`config.mk`:
```
export PLATFORM = sky130hd
export DESIGN_NAME = change_dispenser
export DESIGN_NICKNAME = d
export VERILOG_FILES = /design/src/rtl/change_dispenser.sv
export SDC_FILE = /design/constraint.sdc
export NUM_CORES = 1
export LEC_CHECK = 0
export ABC_AREA = 0
export CORE_MARGIN = 3
export CORE_UTILIZATION = 35
export CTS_CLUSTER_DIAMETER = 50
export DETAILED_ROUTE_END_ITERATION = 8
export PLACE_DENSITY = 0.59
export SLEW_MARGIN = 20
export SYNTH_ARGS = -nofsm -noshare
export SYNTH_HDL_FRONTEND = slang
export SYNTH_SLANG_ARGS = --single-unit
```
`constraint.sdc`:
```
create_clock -name clk -period 7.4 [get_ports clk]
set_input_delay 1.85 -clock clk [delete_from_list [all_inputs] [get_ports clk]]
set_output_delay 1.85 -clock clk [all_outputs]
set_load 0.005 [all_outputs]
```
`src/rtl/change_dispenser.sv`:
```
// Coin change dispenser: greedily pays out change_amt one coin per valid/ready handshake.
// Optional macro COIN50_EN adds the 50-dollar coin to the {10, 5, 1} set.
module change_dispenser #(
  parameter int unsigned AMT_W = 10,
  parameter int unsigned CNT_W = 8
) (
  input  logic             clk,
  input  logic             reset,
  input  logic             start,
  input  logic [AMT_W-1:0] change_amt,
  input  logic             coin_ready,
  output logic             coin_valid,
  output logic [5:0]       coin_value,
  output logic             busy,
  output logic             done,
  output logic [CNT_W-1:0] coin_count
);

  localparam int unsigned COIN_W = 6;

  typedef enum logic [1:0] {
    IDLE,
    DISPENSE,
    FINISH
  } state_t;

  state_t                state;
  state_t                state_next;
  logic [AMT_W-1:0]      remaining;
  logic [AMT_W-1:0]      remaining_next;
  logic [CNT_W-1:0]      coin_count_next;
  logic [COIN_W-1:0]     denom;
  logic                  coin_valid_next;
  logic                  busy_next;
  logic                  done_next;

  // Largest enabled denomination not exceeding what is still owed.
  always_comb begin
    denom = COIN_W'(0);
    if (remaining >= AMT_W'(1))  denom = COIN_W'(1);
    if (remaining >= AMT_W'(5))  denom = COIN_W'(5);
    if (remaining >= AMT_W'(10)) denom = COIN_W'(10);
`ifdef COIN50_EN
    if (remaining >= AMT_W'(50)) denom = COIN_W'(50);
`endif
  end

  assign coin_value = (state == DISPENSE) ? denom : COIN_W'(0);

  // Next-state, datapath and registered-output decode.
  always_comb begin
    state_next      = state;
    remaining_next  = remaining;
    coin_count_next = coin_count;
    unique case (state)
      IDLE: begin
        if (start) begin
          remaining_next  = change_amt;
          coin_count_next = CNT_W'(0);
          state_next      = (change_amt != AMT_W'(0)) ? DISPENSE : FINISH;
        end
      end
      DISPENSE: begin
        if (coin_ready) begin
          remaining_next  = remaining - AMT_W'(denom);
          coin_count_next = coin_count + CNT_W'(1);
          if (remaining == AMT_W'(denom)) state_next = FINISH;
        end
      end
      FINISH: begin
        state_next = IDLE;
      end
      default: begin
        state_next = IDLE;
      end
    endcase
    coin_valid_next = (state_next == DISPENSE);
    busy_next       = (state_next != IDLE);
    done_next       = (state_next == FINISH);
  end

  always_ff @(posedge clk) begin
    if (reset) begin
      state      <= IDLE;
      remaining  <= AMT_W'(0);
      coin_count <= CNT_W'(0);
      coin_valid <= 1'b0;
      busy       <= 1'b0;
      done       <= 1'b0;
    end else begin
      state      <= state_next;
      remaining  <= remaining_next;
      coin_count <= coin_count_next;
      coin_valid <= coin_valid_next;
      busy       <= busy_next;
      done       <= done_next;
    end
  end

endmodule

```
clock_map.png
Bar = 20 um.
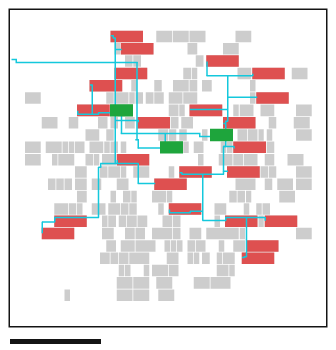
Key: cyan = clock wires [length 296 um]; red = flip-flops [count 23]; green = cells driving clock nets [count 3]
There are 4 routed clock nets.
power of the clock network: 0.0782 mW
clk latency late pin: 0.26 ns
clock power share: 0.225

zoom.png
Window x 15 to 55, y 1 to 41 um. Cells in gray, sequential cells in the stronger gray; small squares are vias.
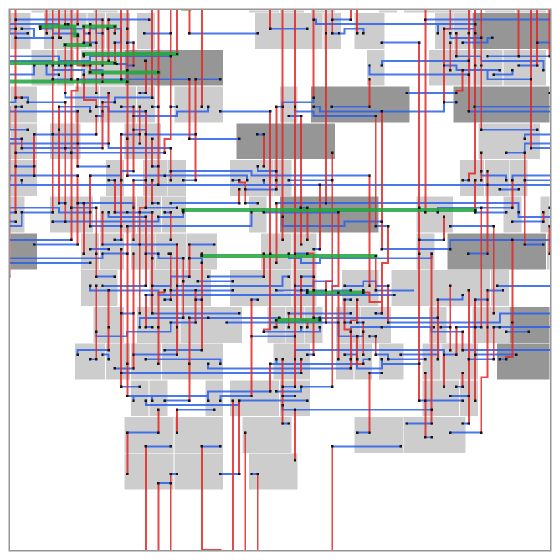
Key: green = met3; red = met2; blue = met1; orange = met4
Most frequent: nor2_1 (16), nand2_1 (11). 104 logic cells have their middle in the window. Sequential cells in the window: 8. Netlist names of flops here include coin_count (4), remaining (4).

metal_stack.png
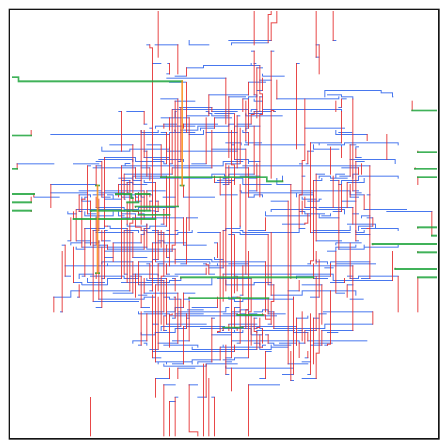
Key: red = met2 [wire length 1,600 um]; blue = met1 [wire length 1,670 um]; orange = met4 [wire length 31.3 um]; green = met3 [wire length 187 um]

final_placement.png
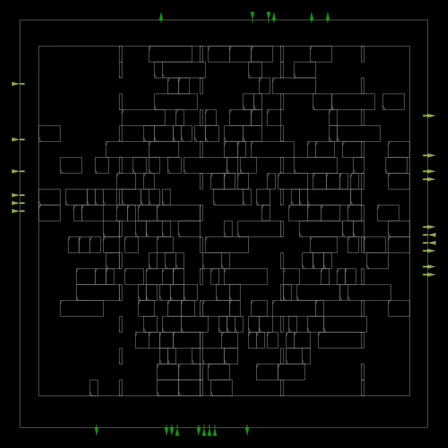
registers: 23
well-tap cell count: 48
proportion of cell area occupied by registers: 0.268
final standard cell utilization of the core: 0.452
final instance count without filler cells: 251

met3.png
Bar = 20 um.
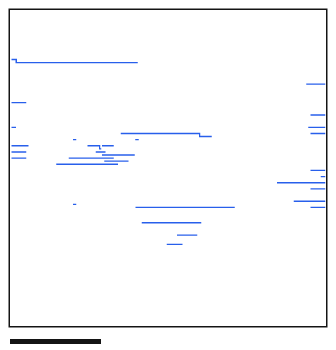
The wires run mostly horizontal. 28 nets have wire on it. The layer holds 5.4% of the routed length. The layer carries 187 um of wire.

==> summary.txt <==
result of the run -> finished, final reports clean
area growth from synthesis to layout -> 20.8%
remaining design rule violation count -> 0
Congestion Overflow GR -> 0
Synth area leader -> dfxtp_1
# IOs -> 31
sequential share of power -> 0.417
Routed met3 length -> 186 um
cell depth of the worst min-delay path -> 2
worst slew margin relative to its limit -> 0.391
first-pass GRT wire length -> 5930 um
GR Util All Layers -> 0.147
clock tree root driver cell -> clkbuf_8
clock slew at reported path FFs -> 0.08 ns
count of final hold-check violations -> 0
portion of synthesized cell area occupied by the leading cell type -> 0.324
Min-Delay Startpoint -> coin_count[1]
unrepaired setup endpoints after global routing -> false
leakage power of the design -> 0.624 nW
Met2 Wirelength -> 1600 um
share of synthesized area occupied by flip-flops and latches -> 0.324
TritonCTS sink count -> 23
largest net degree at the start of global routing -> 20
Arrival @ worst endpoint -> 2.32 ns
number of placed instances, taps included -> 247
highest metal layer used by the detailed router -> met4
Wirelength per Cell -> 13.9 um
dpl cell area -> 1670 um2
min cycle time layout -> 4.17 ns
synthesized instance count -> 182
post-route cell area -> 1720 um2
Critical path destination -> coin_value[0]
via/cell ratio -> 5.44
endpoint with the worst hold slack -> coin_count[1]
Highest Clock Rate -> 240 MHz
startpoint of the worst-slack reg-to-reg timing path -> remaining[5]
number of max-slew violations in the final report -> 0
pin slew with the least headroom to its limit -> 0.914 ns
share of total power in combinational logic -> 0.359
hold slack -> 0.502 ns
YS warnings -> 0
Vert. Die Dim -> 69.8 um
number of global-route vias before repair -> 1,248
Num CTS Buffers -> 3
number of distinct library cell variants in the gate-level netlist after synthesis -> 45
register area -> 460 um2
grt met2 use -> 0.244
overall via count from detail_route -> 1,366
Antenna Diode Count -> 0
CP Capture Type -> output port
number of buffers between clock root and the deepest sink -> 2
dominant register cell -> dfxtp_1
max-cap violations -> 0
count of cells along the worst register-to-register path -> 10
reg-to-reg endpoint -> remaining[7]
post-place setup slack -> 3.31 ns
Chip Area -> 4870 um2
Worst setup startpoint -> remaining[5]
internal power summed over all cells -> 0.225 mW
clock tree from TritonCTS -> yes
TNS Setup -> 0 ns
setup slack of the critical path after layout -> 3.23 ns
type of the worst min-delay path -> flop to flop
fraction of registers with async set/reset -> 0
per-instance average area after synthesis -> 7.82 um2
Final setup violation count -> 0
ratio of cells with drive above 1 in the final layout -> 0.0394
count of buffers from port buffering -> 28
# H-tree levels -> 1
net load switching power -> 0.122 mW
post-cts gate resize count -> 0
Power, Total -> 0.348 mW
placeable core region -> 3800 um2
horizontal die dimension -> 69.8 um
switching share of total power -> 0.352
combinational gate area -> 845 um2
total power density per cell area -> 202 nW/um2
Peak VDD IR -> 105 uV
CTS hold repair buffers -> 0
Antenna Nets Post-Route -> 0
chip area estimate from yosys synthesis -> 1420 um2
number of DRC markers after the initial detailed-route iteration -> 82
==> critical path, cell delays in order (launching register included) <==
cell	delay (ns)
dfxtp_1	0.39
or4_1	0.54
nor3_2	0.20
nand2_1	0.17
nor3_1	0.21
clkdlybuf4s50_1	0.54
==> kinds of logic (layout without fill, tap and decap cells) <==
family,count (synthesis),count (layout),share of synthesized area
AND/OR/NAND/NOR,84,84,0.296
adder cells (fa/ha/maj),6,6,0.0580
AND-OR/OR-AND,43,43,0.197
XOR/XNOR,6,6,0.0369
flip-flops,23,23,0.324
buffers and inverters,19,39,0.0853
other,1,2,0.00264
==> sequential cells by signal (all words and copies together), names as in the netlist <==
register,cells
state,2
coin_valid,1
busy,1
coin_count,8
done,1
remaining,10
==> layout by cell type (no fill, tap or decap), types with 2 or more instances in the layout <==
cell type,n
nor3_1,11
or3_1,2
o21ai_0,11
inv_1,7
nor2b_1,6
a21oi_1,9
nand3_1,6
ha_1,5
clkdlybuf4s50_1,28
nor2_1,23
nand2_1,15
xor2_1,4
o211ai_1,2
conb_1,2
xnor2_1,2
a311oi_1,2
clkbuf_8,3
nand2b_1,4
o22ai_1,2
nor4_1,4
a211oi_1,6
nand4_1,4
dfxtp_1,23
and3_1,2
==> power by group through the flow <==
stage / combinational [mW] / sequential (mW) / clock (mW)
global route: 0.141 / 0.146 / 0.0856
finish: 0.125 / 0.145 / 0.0782
global placement: 0.122 / 0.147 / 0
detailed placement: 0.123 / 0.147 / 0
CTS: 0.125 / 0.144 / 0.0799
floorplan: 0.0934 / 0.143 / 0
==> area by class of cell <==
cell class / instances / share of cell area
timing repair buffer: 28 / 0.163
multi-input combinational: 141 / 0.492
clock inverter: 1 / 0.00291
sequential: 23 / 0.268
tap: 48 / 0.0350
clock buffer: 3 / 0.0240
inverter: 7 / 0.0153
Power is estimated from default activity; no workload was simulated.
